[src/rtl/serial_adder_pkg.sv]
// Shared types and sizing helpers for the digit-serial add/subtract unit.
package serial_adder_pkg;

    typedef enum logic [1:0] {IDLE, RUN, DONE} state_e;

    function automatic int calc_nsteps(input int width, input int digit);
        return width / digit;
    endfunction

    // A single-step configuration still needs a one-bit counter to stay well-formed.
    function automatic int calc_cnt_width(input int nsteps);
        return (nsteps <= 1) ? 1 : $clog2(nsteps);
    endfunction

endpackage

[src/rtl/serial_adder_nbit_digit_adder.sv]
// Combinational DIGIT-bit ripple chain of full-adder cells; exposes the carry
// into the top cell so the caller can derive signed overflow.
module digit_adder #(
    parameter int DIGIT = 1
) (
    input  logic [DIGIT-1:0] a_d,
    input  logic [DIGIT-1:0] b_d,
    input  logic             cin,
    output logic [DIGIT-1:0] s_d,
    output logic             cout,
    output logic             c_msb_in
);

    logic [DIGIT:0] c;

    always_comb begin
        c    = '0;
        s_d  = '0;
        c[0] = cin;
        for (int i = 0; i < DIGIT; i++) begin
            s_d[i]   = a_d[i] ^ b_d[i] ^ c[i];
            c[i+1]   = (a_d[i] & b_d[i]) | (c[i] & (a_d[i] ^ b_d[i]));
        end
    end

    assign cout     = c[DIGIT];
    assign c_msb_in = c[DIGIT-1];

endmodule

[src/rtl/serial_adder_nbit.sv]
// Multi-cycle add/subtract unit: one DIGIT-bit slice reused over WIDTH/DIGIT
// cycles, LSB digit first, with start/busy/done handshake and overflow flag.
module serial_adder_nbit
    import serial_adder_pkg::*;
#(
    parameter int WIDTH = 8,
    parameter int DIGIT = 1
) (
    input  logic             clk,
    input  logic             rst,
    input  logic             start,
    input  logic             sub,
    input  logic [WIDTH-1:0] a,
    input  logic [WIDTH-1:0] b,
    input  logic             ci,
    output logic             busy,
    output logic             done,
    output logic [WIDTH-1:0] S,
    output logic             cout,
    output logic             overflow
);

    localparam int NSTEPS = calc_nsteps(WIDTH, DIGIT);
    localparam int CNT_W  = calc_cnt_width(NSTEPS);
    localparam logic [CNT_W-1:0] LAST_STEP = CNT_W'(NSTEPS - 1);

    state_e           state_q, state_d;
    logic [WIDTH-1:0] a_q, a_d, b_q, b_d;
    logic [WIDTH-1:0] res_q, res_d, s_q, s_d;
    logic             carry_q, carry_d;
    logic             cout_q, cout_d;
    logic             ovf_q, ovf_d;
    logic [CNT_W-1:0] cnt_q, cnt_d;

    logic [DIGIT-1:0] slice_sum;
    logic             slice_cout;
    logic             slice_cmsb;

    digit_adder #(.DIGIT(DIGIT)) u_slice (
        .a_d      (a_q[DIGIT-1:0]),
        .b_d      (b_q[DIGIT-1:0]),
        .cin      (carry_q),
        .s_d      (slice_sum),
        .cout     (slice_cout),
        .c_msb_in (slice_cmsb)
    );

    always_ff @(posedge clk or posedge rst) begin
        if (rst) begin
            state_q <= IDLE;
            a_q     <= '0;
            b_q     <= '0;
            res_q   <= '0;
            s_q     <= '0;
            carry_q <= 1'b0;
            cout_q  <= 1'b0;
            ovf_q   <= 1'b0;
            cnt_q   <= '0;
        end else begin
            state_q <= state_d;
            a_q     <= a_d;
            b_q     <= b_d;
            res_q   <= res_d;
            s_q     <= s_d;
            carry_q <= carry_d;
            cout_q  <= cout_d;
            ovf_q   <= ovf_d;
            cnt_q   <= cnt_d;
        end
    end

    always_comb begin
        state_d = state_q;
        a_d     = a_q;
        b_d     = b_q;
        res_d   = res_q;
        s_d     = s_q;
        carry_d = carry_q;
        cout_d  = cout_q;
        ovf_d   = ovf_q;
        cnt_d   = cnt_q;

        case (state_q)
            RUN: begin
                // Sum digits enter at the top so the LSB digit ends up at bit 0.
                a_d     = a_q >> DIGIT;
                b_d     = b_q >> DIGIT;
                res_d   = (WIDTH'(slice_sum) << (WIDTH - DIGIT)) | (res_q >> DIGIT);
                carry_d = slice_cout;
                cnt_d   = cnt_q + CNT_W'(1);
                if (cnt_q == LAST_STEP) begin
                    s_d     = res_d;
                    cout_d  = slice_cout;
                    ovf_d   = slice_cmsb ^ slice_cout;
                    cnt_d   = '0;
                    state_d = DONE;
                end
            end
            DONE:    state_d = IDLE;
            default: ;
        endcase

        // Subtraction is a + ~b + 1, so only the inverted operand and carry are latched.
        if (start && (state_q != RUN)) begin
            a_d     = a;
            b_d     = sub ? ~b : b;
            carry_d = sub ? 1'b1 : ci;
            res_d   = '0;
            cnt_d   = '0;
            state_d = RUN;
        end
    end

    assign busy     = (state_q == RUN);
    assign done     = (state_q == DONE);
    assign S        = s_q;
    assign cout     = cout_q;
    assign overflow = ovf_q;

endmodule

[config.mk]
export PLATFORM = sky130hd
export DESIGN_NAME = serial_adder_nbit
export DESIGN_NICKNAME = d
export VERILOG_FILES = /design/src/rtl/serial_adder_pkg.sv /design/src/rtl/serial_adder_nbit_digit_adder.sv /design/src/rtl/serial_adder_nbit.sv
export SDC_FILE = /design/constraint.sdc
export NUM_CORES = 1
export LEC_CHECK = 0
export ABC_CLOCK_PERIOD_IN_PS = 1900
export CELL_PAD_IN_SITES_DETAIL_PLACEMENT = 2
export CELL_PAD_IN_SITES_GLOBAL_PLACEMENT = 2
export CORE_MARGIN = 2
export CORE_UTILIZATION = 33
export DETAILED_ROUTE_END_ITERATION = 12
export PLACE_DENSITY = 0.89
export SLEW_MARGIN = 20
export SYNTH_ARGS = -nofsm -noshare
export SYNTH_HDL_FRONTEND = slang
export SYNTH_SLANG_ARGS = --single-unit
[constraint.sdc]
create_clock -name clk -period 1.9 [get_ports clk]
set_input_delay 0.475 -clock clk [delete_from_list [all_inputs] [get_ports clk]]
set_output_delay 0.475 -clock clk [all_outputs]
set_load 0.02 [all_outputs]
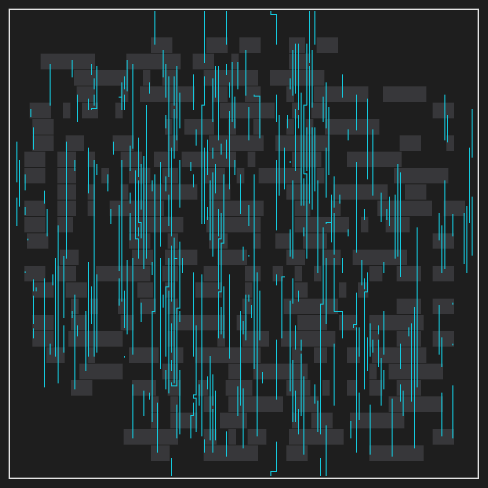
Fig. 1. Signal wires on met2 (run 1).
Drawn at 6 px/um.
main direction: vertical
nets with wire on the layer: 201
longest straight run: 32.6 um
share of all routed wire: 52%
wire length on this layer: 2230 um
met2 Use GR: 27.3%
routed vias: 1319
final WL: 4270 um

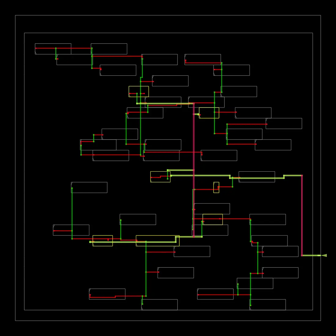
Fig. 2. Clock routing (run 1).
registers: 39
Setup Skew: 7.26 ps
Inserted Clock Buffers: 5

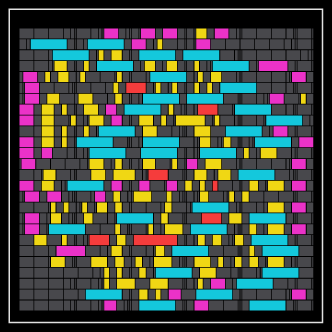
Fig. 3. Cells colored by class (run 1).
Drawn at 4 px/um. Fill, decap, tap and diode cells in gray.
[magenta] other buffers and delay cells | cells: 42 | share of their area: 19%
[red] clock drivers and dummy loads | cells: 7 | share of their area: 4.5%
[yellow] combinational and other logic | cells: 112 | share of their area: 34%
[cyan] flops | cells: 39 | share of their area: 43%
sequential fraction of total cell area: 41.6%
post-layout util: 45.1%

==> flow_summary_export.csv, run 1 <==
group,metric,value,unit
timing,min_period,1790,ps
pwr,p_sw,1.11,mW
worst_setup_path,r2r_start,"state_q[1]",
grt,gr-usage-met3,4.19,%
pwr,p_leak,1.07,nW
clocking,post_cts_resize_count,2,
floorplan,n_tap_cell,70,
route,post_drt_wl_per_cell,15.8,um
floorplan,rows,26,
pwr,p_clk_share,21.3,%
worst_setup_path,crit_required,1420,ps
floorplan,core_area,5200,um2
timing,setup_ws,106,ps
clocking,root_buffer,"clkbuf_8",
outcome,outcome,"finished clean",
worst_setup_path,rrSetupSlack,240,ps
timing,setup_tns,0,ps
worst_setup_path,cp-start-kind,"flip-flop",
worst_setup_path,end_kind,"primary output",
timing,slew-limit-headroom,77.8,%
logic_synthesis,ys_types,28,
pwr,comb-power,1.21,mW
route,postRouteAntennaNets,0,
Fig. 4: run 1, clock wires, drivers and flops
Drawn at 6 px/um.
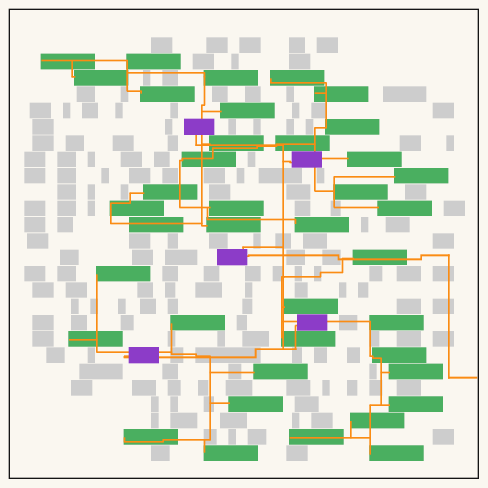

==> run 2: changes to the inputs <==
--- a/config.mk
+++ b/config.mk
@@ -13,3 +13,3 @@
 export DETAILED_ROUTE_END_ITERATION = 12
-export PLACE_DENSITY = 0.89
+export PLACE_DENSITY_LB_ADDON = 0.3
 export SLEW_MARGIN = 20
==> constraint.sdc (replaced) <==
create_clock -name clk -period 1.9 [get_ports clk]
set_input_delay 0.285 -clock clk [delete_from_list [all_inputs] [get_ports clk]]
set_output_delay 0.285 -clock clk [all_outputs]
set_load 0.02 [all_outputs]
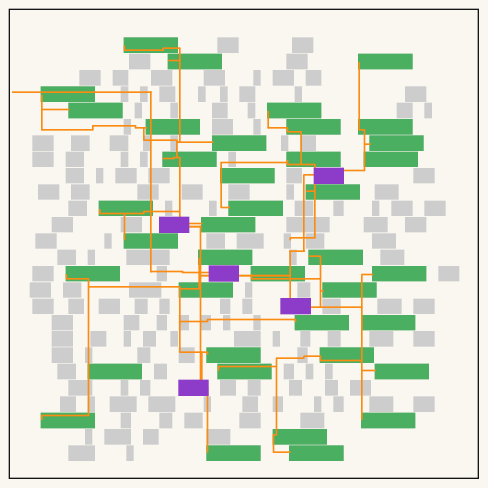
Fig. 5. Clock wires, drivers and flops (run 2).
Drawn at 6 px/um.
[orange] clock wires | length: 557 um
[green] flip-flops | count: 39
[purple] clock drivers | count: 5
routed clock nets: 6
clock group power: 0.548 mW
Late-Pin Clk Latency: 290 ps
Clock Power Share: 18.1%

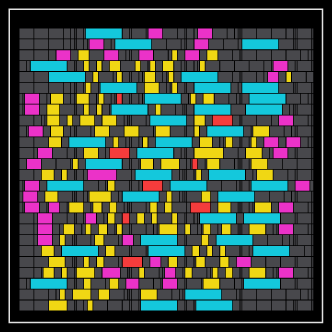
Fig. 6. Cells colored by class (run 2).
Drawn at 4 px/um. Fill, decap, tap and diode cells in gray.
[cyan] flops | cells: 39 | share of their area: 44%
[magenta] other buffers and delay cells | cells: 39 | share of their area: 18%
[yellow] combinational and other logic | cells: 112 | share of their area: 35%
[red] clock drivers and dummy loads | cells: 8 | share of their area: 3.7%
row count: 26
sequential fraction of total cell area: 42.6%

==> run 2 against run 1 <==
Against the previous run:
- synthesized area unchanged
- non-clock buffer count decreased by 3
- fmax increased by 2.7%
- synthesized cell count unchanged
- combinational power about the same
- highest routed layer unchanged
==> flow_summary_export.csv, run 2 <==
group,metric,value,unit
outcome,outcome,"finished clean",
clocking,cts_made_buffers,5,
timing,setup_ws,152,ps
cells_and_area,flop-count,39,
floorplan,pin_count,33,
timing,setup_tns,0,ps
floorplan,core_area,5200,um2
cells_and_area,final-clk-cell-share,3.55,%
grt,globalRouteMet2Util,27.1,%
timing,slew-limit-headroom,66.7,%
pwr,ir_drop,0.533,mV
pwr,comb-power,1.19,mW
pwr,p_seq_share,42.7,%
cells_and_area,fillers,563,
route,post_drt_wl_per_cell,16.1,um
cells_and_area,drive_gt1_share,11.6,%
cells_and_area,utilization,44.1,%
grt,grt_overflow_total,0,
clocking,htree_num_levels,2,
grt,grt_start_max_net_pins,40,
clocking,root_buffer,"clkbuf_8",
worst_setup_path,end_kind,"primary output",
pwr,p_leak,1.05,nW
worst_setup_path,cp-start-kind,"flip-flop",
grt,gr-usage-met3,3.72,%
pwr,p_sw,1.11,mW
logic_synthesis,ys_types,28,
floorplan,n_tap_cell,70,
hold_path,hp-class,"input port to async pin",
route,routed_wl,4320,um
clocking,cts_setup_buffers,0,
worst_setup_path,rrSetupSlack,260,ps
timing,min_period,1750,ps
worst_setup_path,crit_required,1620,ps
clocking,post_cts_resize_count,1,
cells_and_area,comb.multi_input.count,108,
route,via_count,1331,
timing,finClkSkew,3.90,ps
logic_synthesis,ys_sh_xor,4.37,%
cells_and_area,mostFrequentLayoutCell,"dfrtp_1",
Fig. 7: run 2, clock routing
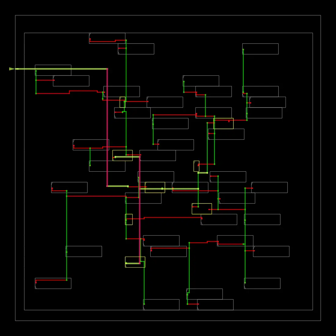

==> run 3: changes to the inputs <==
- ABC_CLOCK_PERIOD_IN_PS: 1900 -> 1400
- CORE_UTILIZATION: 33 -> 30
- clock period: 1.9 -> 1.4 ns (I/O delays scaled with it)
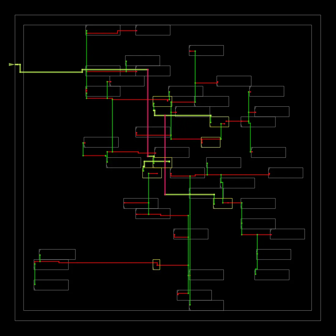
Fig. 8. Clock routing (run 3).
clock group power: 0.788 mW
CLK BUF: 6

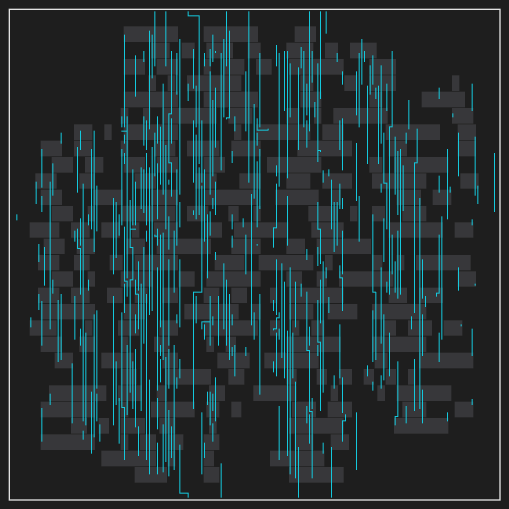
Fig. 9. Signal wires on met2 (run 3).
Drawn at 6 px/um.
wire length on this layer: 2750 um
share of all routed wire: 54%
longest straight run: 39.4 um
main direction: vertical
met2 Use GR: 27.0%
routed vias: 1422
final WL: 5110 um

==> run 3 against run 2 <==
Against the previous run:
- critical path depth up 2
- power up 65%
- core utilization up 1.4 points
- synthesized cell count unchanged
- sequential power up about 40%
- highest routed layer unchanged
- global-route usage down 1.1 points
- largest power group is now combinational logic
- flip-flop count unchanged
- setup slack worse by 270 ps
- the flow now finishes with violations (negative setup slack)
==> flow_summary_export.csv, run 3 <==
group,metric,value,unit
pwr,ir_drop,0.888,mV
timing,setup_viol,17,
cells_and_area,flop-count,39,
worst_setup_path,crit_type,"flip-flop to flip-flop",
timing,min_period,1510,ps
cells_and_area,postLayoutCellArea,2660,um2
pwr,powerSeq,1.81,mW
grt,grt_start_max_net_pins,40,
floorplan,n_tap_cell,75,
clocking,cts_setup_buffers,1,
route,post_drt_wl_per_cell,17.6,um
clocking,cts_made_buffers,5,
worst_setup_path,end_kind,"flip-flop",
worst_setup_path,path_max_fanout,7,
cells_and_area,utilization,45.4,%
floorplan,pin_count,33,
worst_setup_path,rrSetupSlack,-110,ps
worst_setup_path,r2r_start,"state_q[0]",
cells_and_area,drive_gt1_share,35.2,%
cells_and_area,comb.multi_input.count,109,
hold_path,hp-class,"input port to async pin",
outcome,outcome,"finished with violations",
pwr,comb_power_share,47.9,%
pwr,p_seq_share,36.3,%
grt,grt_overflow_total,0,
cells_and_area,fillers,592,
route,postRouteAntennaNets,0,
worst_setup_path,cp-start-kind,"flip-flop",
worst_setup_path,crit_required,1580,ps
cells_and_area,seq_share,36.8,%
worst_setup_path,path_buffers,1,
pwr,p_sw,1.86,mW
cells_and_area,mostFrequentLayoutCell,"dfrtp_1",
timing,setup_tns,-1040,ps
grt,groute.layer.met1.usage,17.3,%
cells_and_area,final-clk-cell-share,3.30,%
timing,setup_ws,-114,ps
pwr,p_clk_share,15.8,%
grt,gr-usage-met3,2.86,%
clocking,post_cts_resize_count,25,
floorplan,core_area,5850,um2
cells_and_area,fin_nets,243,
timing,slew-limit-headroom,70.3,%
clocking,htree_num_levels,2,
logic_synthesis,synthTopCellsByCount,"39 x dfrtp_1, 24 x nand2_1, 12 x nor2_1",
timing,finClkSkew,6.51,ps
place,dp_cells,278,
worst_setup_path,r2r-end,"state_q[1]",
logic_synthesis,ys_sh_xor,4.37,%
outcome,violations,"negative setup slack",
Power figures rest on the tool's default switching activity, not on a simulated workload.
